File: src/rtl/pe_result_deskew_collector_pkg.sv
`default_nettype none
// ============================================================================
// Module   : pe_result_deskew_collector_pkg
// Brief    : shared row type, default sizes and in-flight row helper
// Revision : 1.0
// ============================================================================
package pe_result_deskew_collector_pkg;

   localparam int ARRAY_DIMENSION   = 4;
   localparam int FLOAT_SIZE        = 32;
   localparam int RESULT_FIFO_DEPTH = 16;

   typedef struct packed {
      logic                                  last;
      logic [ARRAY_DIMENSION*FLOAT_SIZE-1:0] data;
   } Result_Row;

   // Rows that may still land in the buffer after stall_req is raised.
   function automatic int deskew_inflight(input int num_data, input int skew_degree);
      return (num_data - 1) * skew_degree + 2;
   endfunction

endpackage
`default_nettype wire

File: src/rtl/pe_result_deskew_collector_if.sv
`default_nettype none
// ============================================================================
// Module   : pe_result_deskew_collector_if
// Brief    : lane input bus, aligned-row output handshake and status
// Revision : 1.0
// ============================================================================
interface pe_result_deskew_collector_if
   import pe_result_deskew_collector_pkg::*;
#(
   parameter int NUM_DATA  = ARRAY_DIMENSION,
   parameter int DATA_SIZE = FLOAT_SIZE
);

   logic [NUM_DATA-1:0]           in_lane_valid;
   logic [NUM_DATA*DATA_SIZE-1:0] in_flat_data;
   logic                          in_last;
   logic                          out_valid;
   logic                          out_ready;
   logic [NUM_DATA*DATA_SIZE-1:0] out_flat_data;
   logic                          out_last;
   logic                          stall_req;
   logic [15:0]                   row_count;
   logic                          overflow_err;
   logic                          misalign_err;

   modport master (
      output in_lane_valid, in_flat_data, in_last, out_ready,
      input  out_valid, out_flat_data, out_last, stall_req,
             row_count, overflow_err, misalign_err
   );

   modport slave (
      input  in_lane_valid, in_flat_data, in_last, out_ready,
      output out_valid, out_flat_data, out_last, stall_req,
             row_count, overflow_err, misalign_err
   );

endinterface
`default_nettype wire

File: src/rtl/pe_result_deskew_collector_result_row_fifo.sv
`default_nettype none
// ============================================================================
// Module   : result_row_fifo
// Brief    : synchronous FIFO with registered head, no fall-through
// Revision : 1.0
// ============================================================================
module result_row_fifo #(
   parameter int DEPTH = 16,
   parameter int WIDTH = 129
) (
   input  logic                       clk,
   input  logic                       rst,
   input  logic                       push,
   input  logic                       pop,
   input  logic [WIDTH-1:0]           wr_data,
   output logic [WIDTH-1:0]           rd_data,
   output logic                       full,
   output logic                       empty,
   output logic [$clog2(DEPTH+1)-1:0] count
);

   localparam int c_PTR_W = (DEPTH > 1) ? $clog2(DEPTH) : 1;
   localparam int c_CNT_W = $clog2(DEPTH + 1);

   logic [WIDTH-1:0]   r_mem [DEPTH];
   logic [c_PTR_W-1:0] r_wr_ptr;
   logic [c_PTR_W-1:0] r_rd_ptr;
   logic [c_CNT_W-1:0] r_count;
   logic [WIDTH-1:0]   r_rd_data;

   logic               w_do_pop;
   logic               w_do_push;
   logic [c_CNT_W-1:0] w_cnt_after_pop;
   logic [c_PTR_W-1:0] w_head_ptr;

   function automatic logic [c_PTR_W-1:0] f_next(input logic [c_PTR_W-1:0] p);
      if (p == c_PTR_W'(DEPTH - 1)) return '0;
      return p + c_PTR_W'(1);
   endfunction

   always_comb begin
      w_do_pop        = pop && (r_count != '0);
      w_do_push       = push && ((r_count != c_CNT_W'(DEPTH)) || w_do_pop);
      w_cnt_after_pop = w_do_pop ? (r_count - c_CNT_W'(1)) : r_count;
      w_head_ptr      = w_do_pop ? f_next(r_rd_ptr) : r_rd_ptr;
   end

   always_ff @(posedge clk) begin
      if (w_do_push) r_mem[r_wr_ptr] <= wr_data;
   end

   // The head register is refilled from memory, or straight from the write
   // port when the pushed row becomes the only entry.
   always_ff @(posedge clk) begin
      if (rst) begin
         r_wr_ptr  <= '0;
         r_rd_ptr  <= '0;
         r_count   <= '0;
         r_rd_data <= '0;
      end else begin
         if (w_do_push) r_wr_ptr <= f_next(r_wr_ptr);
         r_rd_ptr <= w_head_ptr;
         r_count  <= w_do_push ? (w_cnt_after_pop + c_CNT_W'(1)) : w_cnt_after_pop;
         if (w_cnt_after_pop != '0) r_rd_data <= r_mem[w_head_ptr];
         else if (w_do_push)        r_rd_data <= wr_data;
      end
   end

   assign rd_data = r_rd_data;
   assign full    = (r_count == c_CNT_W'(DEPTH));
   assign empty   = (r_count == '0);
   assign count   = r_count;

endmodule
`default_nettype wire

File: src/rtl/pe_result_deskew_collector.sv
`default_nettype none
// ============================================================================
// Module   : pe_result_deskew_collector
// Brief    : realigns skewed PE lane results and buffers rows for downstream
// Revision : 1.0
// ============================================================================
module pe_result_deskew_collector
   import pe_result_deskew_collector_pkg::*;
#(
   parameter int NUM_DATA    = ARRAY_DIMENSION,
   parameter int DATA_SIZE   = FLOAT_SIZE,
   parameter int SKEW_DEGREE = 1,
   parameter int FIFO_DEPTH  = RESULT_FIFO_DEPTH
) (
   input  logic clk,
   input  logic rst,
   pe_result_deskew_collector_if.slave bus
);

   localparam int c_INFLIGHT = deskew_inflight(NUM_DATA, SKEW_DEGREE);
   localparam int c_DATA_W   = NUM_DATA * DATA_SIZE;
   localparam int c_ROW_W    = c_DATA_W + 1;
   localparam int c_LAST_LEN = (NUM_DATA - 1) * SKEW_DEGREE + 1;
   localparam int c_CNT_W    = $clog2(FIFO_DEPTH + 1);
   localparam logic [c_CNT_W-1:0] c_STALL_TH = c_CNT_W'(FIFO_DEPTH - c_INFLIGHT);

   if (FIFO_DEPTH <= c_INFLIGHT) begin : g_depth_check
      $error("pe_result_deskew_collector: FIFO_DEPTH must exceed in-flight rows");
   end

   logic [NUM_DATA-1:0] w_al_valid;
   logic [c_DATA_W-1:0] w_al_data;

   // Lane i waits for the lanes launched after it, so every lane of a row
   // reaches the last tap on the same cycle.
   for (genvar gi = 0; gi < NUM_DATA; gi++) begin : g_lane
      localparam int c_LEN = (NUM_DATA - 1 - gi) * SKEW_DEGREE + 1;
      logic [c_LEN-1:0]     r_vld;
      logic [DATA_SIZE-1:0] r_dat [c_LEN];

      always_ff @(posedge clk) begin
         if (rst) begin
            r_vld <= '0;
         end else begin
            r_vld[0] <= bus.in_lane_valid[gi];
            for (int k = 1; k < c_LEN; k++) r_vld[k] <= r_vld[k-1];
         end
      end

      always_ff @(posedge clk) begin
         r_dat[0] <= bus.in_flat_data[gi*DATA_SIZE +: DATA_SIZE];
         for (int k = 1; k < c_LEN; k++) r_dat[k] <= r_dat[k-1];
      end

      assign w_al_valid[gi]                       = r_vld[c_LEN-1];
      assign w_al_data[gi*DATA_SIZE +: DATA_SIZE] = r_dat[c_LEN-1];
   end

   logic [c_LAST_LEN-1:0] r_last_dly;

   always_ff @(posedge clk) begin
      if (rst) begin
         r_last_dly <= '0;
      end else begin
         r_last_dly[0] <= bus.in_last;
         for (int k = 1; k < c_LAST_LEN; k++) r_last_dly[k] <= r_last_dly[k-1];
      end
   end

   logic               w_full;
   logic               w_empty;
   logic [c_CNT_W-1:0] w_count;
   logic [c_ROW_W-1:0] w_rd_data;
   logic               w_row_all;
   logic               w_row_mix;
   logic               w_pop;
   logic               w_push_acc;
   logic               w_ovf_hit;
   logic [c_CNT_W-1:0] w_cnt_next;

   always_comb begin
      w_row_all  = &w_al_valid;
      w_row_mix  = (|w_al_valid) && !w_row_all;
      w_pop      = !w_empty && bus.out_ready;
      w_push_acc = w_row_all && (!w_full || w_pop);
      w_ovf_hit  = w_row_all && w_full && !w_pop;
      w_cnt_next = w_count;
      if (w_push_acc && !w_pop)      w_cnt_next = w_count + c_CNT_W'(1);
      else if (!w_push_acc && w_pop) w_cnt_next = w_count - c_CNT_W'(1);
   end

   result_row_fifo #(
      .DEPTH (FIFO_DEPTH),
      .WIDTH (c_ROW_W)
   ) u_fifo (
      .clk     (clk),
      .rst     (rst),
      .push    (w_push_acc),
      .pop     (w_pop),
      .wr_data ({r_last_dly[c_LAST_LEN-1], w_al_data}),
      .rd_data (w_rd_data),
      .full    (w_full),
      .empty   (w_empty),
      .count   (w_count)
   );

   logic [15:0] r_row_count;
   logic        r_overflow_err;
   logic        r_misalign_err;
   logic        r_stall;

   always_ff @(posedge clk) begin
      if (rst) begin
         r_row_count    <= '0;
         r_overflow_err <= 1'b0;
         r_misalign_err <= 1'b0;
         r_stall        <= 1'b0;
      end else begin
         if (w_push_acc) r_row_count <= r_row_count + 16'd1;
         if (w_ovf_hit)  r_overflow_err <= 1'b1;
         if (w_row_mix)  r_misalign_err <= 1'b1;
         r_stall <= (w_cnt_next >= c_STALL_TH);
      end
   end

   assign bus.out_valid     = !w_empty;
   assign bus.out_flat_data = w_rd_data[c_DATA_W-1:0];
   assign bus.out_last      = w_rd_data[c_DATA_W];
   assign bus.stall_req     = r_stall;
   assign bus.row_count     = r_row_count;
   assign bus.overflow_err  = r_overflow_err;
   assign bus.misalign_err  = r_misalign_err;

endmodule
`default_nettype wire

File: src/flat_wrapper.sv
// flat-port wrapper written by rule: the top's interface ports become plain ports
module pe_result_deskew_collector_flat import pe_result_deskew_collector_pkg::*;
#(
   parameter int NUM_DATA    = ARRAY_DIMENSION,
   parameter int DATA_SIZE   = FLOAT_SIZE,
   parameter int SKEW_DEGREE = 1,
   parameter int FIFO_DEPTH  = RESULT_FIFO_DEPTH
)
  (clk, rst, bus_in_lane_valid, bus_in_flat_data, bus_in_last, bus_out_ready, bus_out_valid, bus_out_flat_data, bus_out_last, bus_stall_req, bus_row_count, bus_overflow_err, bus_misalign_err);
  pe_result_deskew_collector_if #(.NUM_DATA(NUM_DATA), .DATA_SIZE(DATA_SIZE)) bus_i ();
  input  logic clk;
  input  logic rst;
  input wire logic [$bits(bus_i.in_lane_valid)-1:0] bus_in_lane_valid;
  input wire logic [$bits(bus_i.in_flat_data)-1:0] bus_in_flat_data;
  input wire logic [$bits(bus_i.in_last)-1:0] bus_in_last;
  input wire logic [$bits(bus_i.out_ready)-1:0] bus_out_ready;
  output wire logic [$bits(bus_i.out_valid)-1:0] bus_out_valid;
  output wire logic [$bits(bus_i.out_flat_data)-1:0] bus_out_flat_data;
  output wire logic [$bits(bus_i.out_last)-1:0] bus_out_last;
  output wire logic [$bits(bus_i.stall_req)-1:0] bus_stall_req;
  output wire logic [$bits(bus_i.row_count)-1:0] bus_row_count;
  output wire logic [$bits(bus_i.overflow_err)-1:0] bus_overflow_err;
  output wire logic [$bits(bus_i.misalign_err)-1:0] bus_misalign_err;
  assign bus_i.in_lane_valid = bus_in_lane_valid;
  assign bus_i.in_flat_data = bus_in_flat_data;
  assign bus_i.in_last = bus_in_last;
  assign bus_i.out_ready = bus_out_ready;
  assign bus_out_valid = bus_i.out_valid;
  assign bus_out_flat_data = bus_i.out_flat_data;
  assign bus_out_last = bus_i.out_last;
  assign bus_stall_req = bus_i.stall_req;
  assign bus_row_count = bus_i.row_count;
  assign bus_overflow_err = bus_i.overflow_err;
  assign bus_misalign_err = bus_i.misalign_err;
  pe_result_deskew_collector #(.NUM_DATA(NUM_DATA), .DATA_SIZE(DATA_SIZE), .SKEW_DEGREE(SKEW_DEGREE), .FIFO_DEPTH(FIFO_DEPTH)) u_core (.clk(clk), .rst(rst), .bus(bus_i));
endmodule
File: config.mk
export PLATFORM = sky130hd
export DESIGN_NAME = pe_result_deskew_collector_flat
export DESIGN_NICKNAME = d
export VERILOG_FILES = /design/src/rtl/pe_result_deskew_collector_pkg.sv /design/src/rtl/pe_result_deskew_collector_if.sv /design/src/rtl/pe_result_deskew_collector_result_row_fifo.sv /design/src/rtl/pe_result_deskew_collector.sv /design/src/flat_wrapper.sv
export SDC_FILE = /design/constraint.sdc
export NUM_CORES = 2
export LEC_CHECK = 0
export CAP_MARGIN = 0
export CORE_MARGIN = 3
export CORE_UTILIZATION = 35
export CTS_CLUSTER_SIZE = 28
export DETAILED_ROUTE_END_ITERATION = 16
export PLACE_DENSITY_LB_ADDON = 0.2
export SETUP_SLACK_MARGIN = 0.15
export SYNTH_ARGS = -nofsm -noshare
export SYNTH_HDL_FRONTEND = slang
export SYNTH_SLANG_ARGS = --single-unit
File: constraint.sdc
create_clock -name clk -period 18.2 [get_ports clk]
set_clock_uncertainty 0.2 [all_clocks]
set_input_delay 2.73 -clock clk [delete_from_list [all_inputs] [get_ports clk]]
set_output_delay 2.73 -clock clk [all_outputs]
set_load 0.01 [all_outputs]
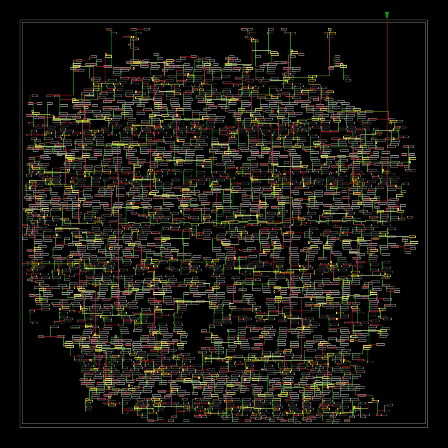
*Clock nets*
Clk power: 6.01 mW
Clock Latency Late Sink: 910 ps
flop count: 2559

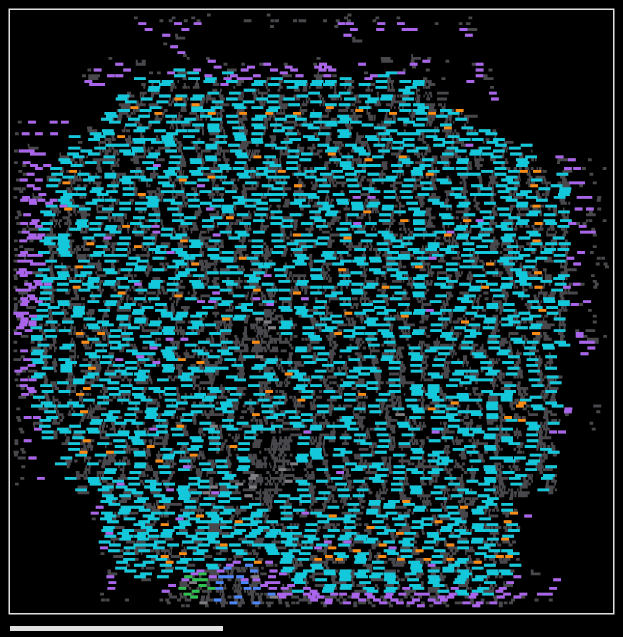
*Sequential cells colored by netlist name*
Bar = 200 um. Other sequential cells in the stronger gray, the rest of the logic in the fainter gray.
| color | netlist name | placed flops |
|---|---|---|
| orange | u_core.u_fifo.rd_data | 129 |
| cyan | u_core.u_fifo.r_mem | 2064 |
| purple | u_core.g_lane.r_dat | 320 |
| green | u_core.g_lane.r_vld | 10 |
| blue | u_core.bus.row_count | 16 |
not colored: 20
register share of the cell area: 0.570
post-layout utilization of the core: 0.404
Seq power: 6.74 mW
Register Area: 0.0719 mm2

==> flow_summary.toml <==
# physical design summary
[status]
status = "finished clean"

[timing]
worst_slack_ps = 10220
final_hold_viol_count = 0
rsz0062_at_grt = "no"
max_slew_margin = 0.148
setup_viol = 0
period_used_share = 0.439
report.final.slew_viol_count = 0
tns_ps = 0
holdWs_ps = 94.4
worst_slew_pin_slew_ps = 1280
fin_crit_ps = 7980

[layout]
antennaDiodeCount = 7
comb-cell-share = 0.275
layout_top_cells = "edfxtp_1, nand2_1, o21ai_0"
final_area_mm2 = 0.126
fin_nets = 8736
drive_above_1_share = 0.0942
inverters = 16
num-multi-input-gates = 5247
clock_area_frac = 0.0776
layout.non_clock_buffers = 468
fill_cells = 28700
n_clock_buffer = 428
area_delta_synth_final_pct = 14.8
largest_reg_flops = 2064
lay_top_count = "edfxtp_1"
layout.nonclk_buf_frac = 0.0351
top_register = "u_core.u_fifo.r_mem"

[critical_path]
path_delay_family = "buffers and inverters"
worstSetupPathType = "in -> reg"
crit_path_end = "u_core.u_fifo.rd_data[27]$_SDFFE_PP0P_"
reg2regPathDepth = 15
crit_fanout = 54
start_kind = "input port"
r2r-start = "u_core.u_fifo.count[0]$_SDFF_PP0_"
end_kind = "flop"
rr_endpoint = "u_core.u_fifo.rd_data[27]$_SDFFE_PP0P_"
cp_slowest_cell = "buf_4"
required_ps = 18740
cp_num_cells = 13
cpPeakStageDelay_ps = 1010
crit_chain = "clkdlybuf4s50_1, buf_4, clkinv_1, nor2_1, xnor2_1, ha_1, o2111a_1, and3_4, buf_4, buf_4, and3_1, a311o_1, a211oi_1"
arrival_ps = 8520
rrSetupSlack_ps = 11750

[logic_synthesis]
ys_async_sr_fraction = 0
ys_cells = 8679
synth_xor_xnor_area_share = 0.00151
most_common_cell = "edfxtp_1"
syn_inst = 8679
flop_cell = "edfxtp_1"
synth_area_mm2 = 0.110
yosys.area_share.simple = 0.0876
synth.distinct_cells = 78
aoi_share = 0.165
syn-num-nets = 8825
fa_ha_area_frac = 0.00114
synth_flop_count = 2559
edf_count = 2064
ys_seq_share = 0.654
yosys_warnings = 0
logic_family = "AND-OR/OR-AND gates"
ys_sh_mux = 0.0575

[pwr]
p_int_mw = 11.7
combinationalPowerShare = 0.306
seq_power_share = 0.367
p_comb_mw = 5.63
power_top_consumer = "sequential cells"
powerDensity_mw_per_mm2 = 146
total_power_mw = 18.4
p_sw_mw = 6.74
p_sw_frac = 0.366

[place]
gp_congestion = 0.782
hpwl_mm = 189
place_area_mm2 = 0.116
place_ws_ps = 9340
dp.cells = 12400
port_buffers = 284

[hold_path]
hold_class = "reg -> reg"
holdPathEnd = "u_core.g_lane[0].r_dat[2][9]$_DFF_P_"
min_from = "u_core.g_lane[0].r_dat[1][9]$_DFF_P_"
whs_path_depth = 0

[flow_run]
drv_cap = 0
warnings = 62

[clocking]
numCtsBuffers = 298
postCtsHoldBufs = 0
post_cts_buffers = 0
cts_tree = "done"
cts_buffer_depth = 4
htreeDepth = 5
clkTransAtPathRegs_ps = 60

[drt]
met3_length_mm = 33.0
drt_wl_total_mm = 389
num_vias = 80200
first_pass_iters = 8
wl_met2_mm = 180
wl_met1_mm = 162
drc = 0
highest_layer = "met4"
ant_nets = 0
post_drt_wl_per_cell_um = 29.9

[grt]
antenna_found_initial = 14
grt-ovfl-total = 0
met1_usage = 0.314
grt_pass1_wl_mm = 558
use_met3 = 0.0392
grt_max_degree = 186
grt_util_met2 = 0.371
grt_pass1_vias = 79600
grt_usage = 0.232

[die]
io_pins = 285
die_width_um = 566
rows = 205
die-height_um = 566
coreArea_mm2 = 0.312
initial_core_util = 0.352
fp.dieArea_mm2 = 0.321
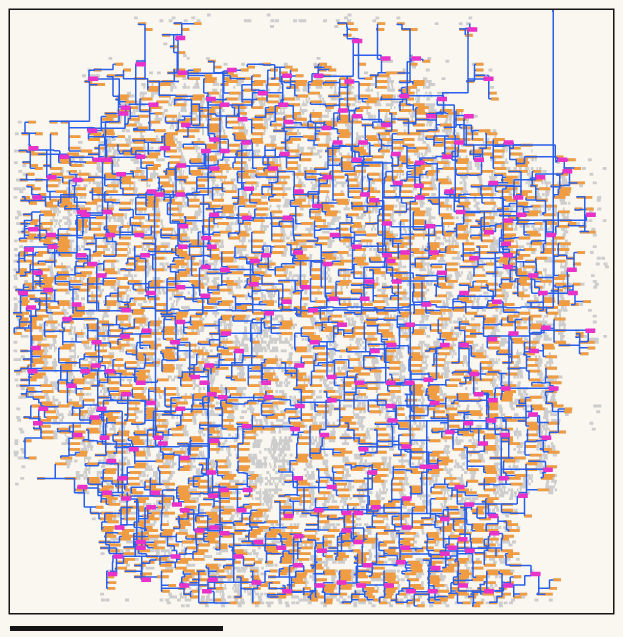
*Clock wires, drivers and flops*
Bar = 200 um.
[magenta] cells driving clock nets | count: 298
[blue] clock wires | length: 34.6 mm
[orange] flip-flops | count: 2559
flops lie: spread over the die
routed clock nets: 299
Clock Power Share: 0.327

No activity file was given, so power comes from the tool's default toggle rates.
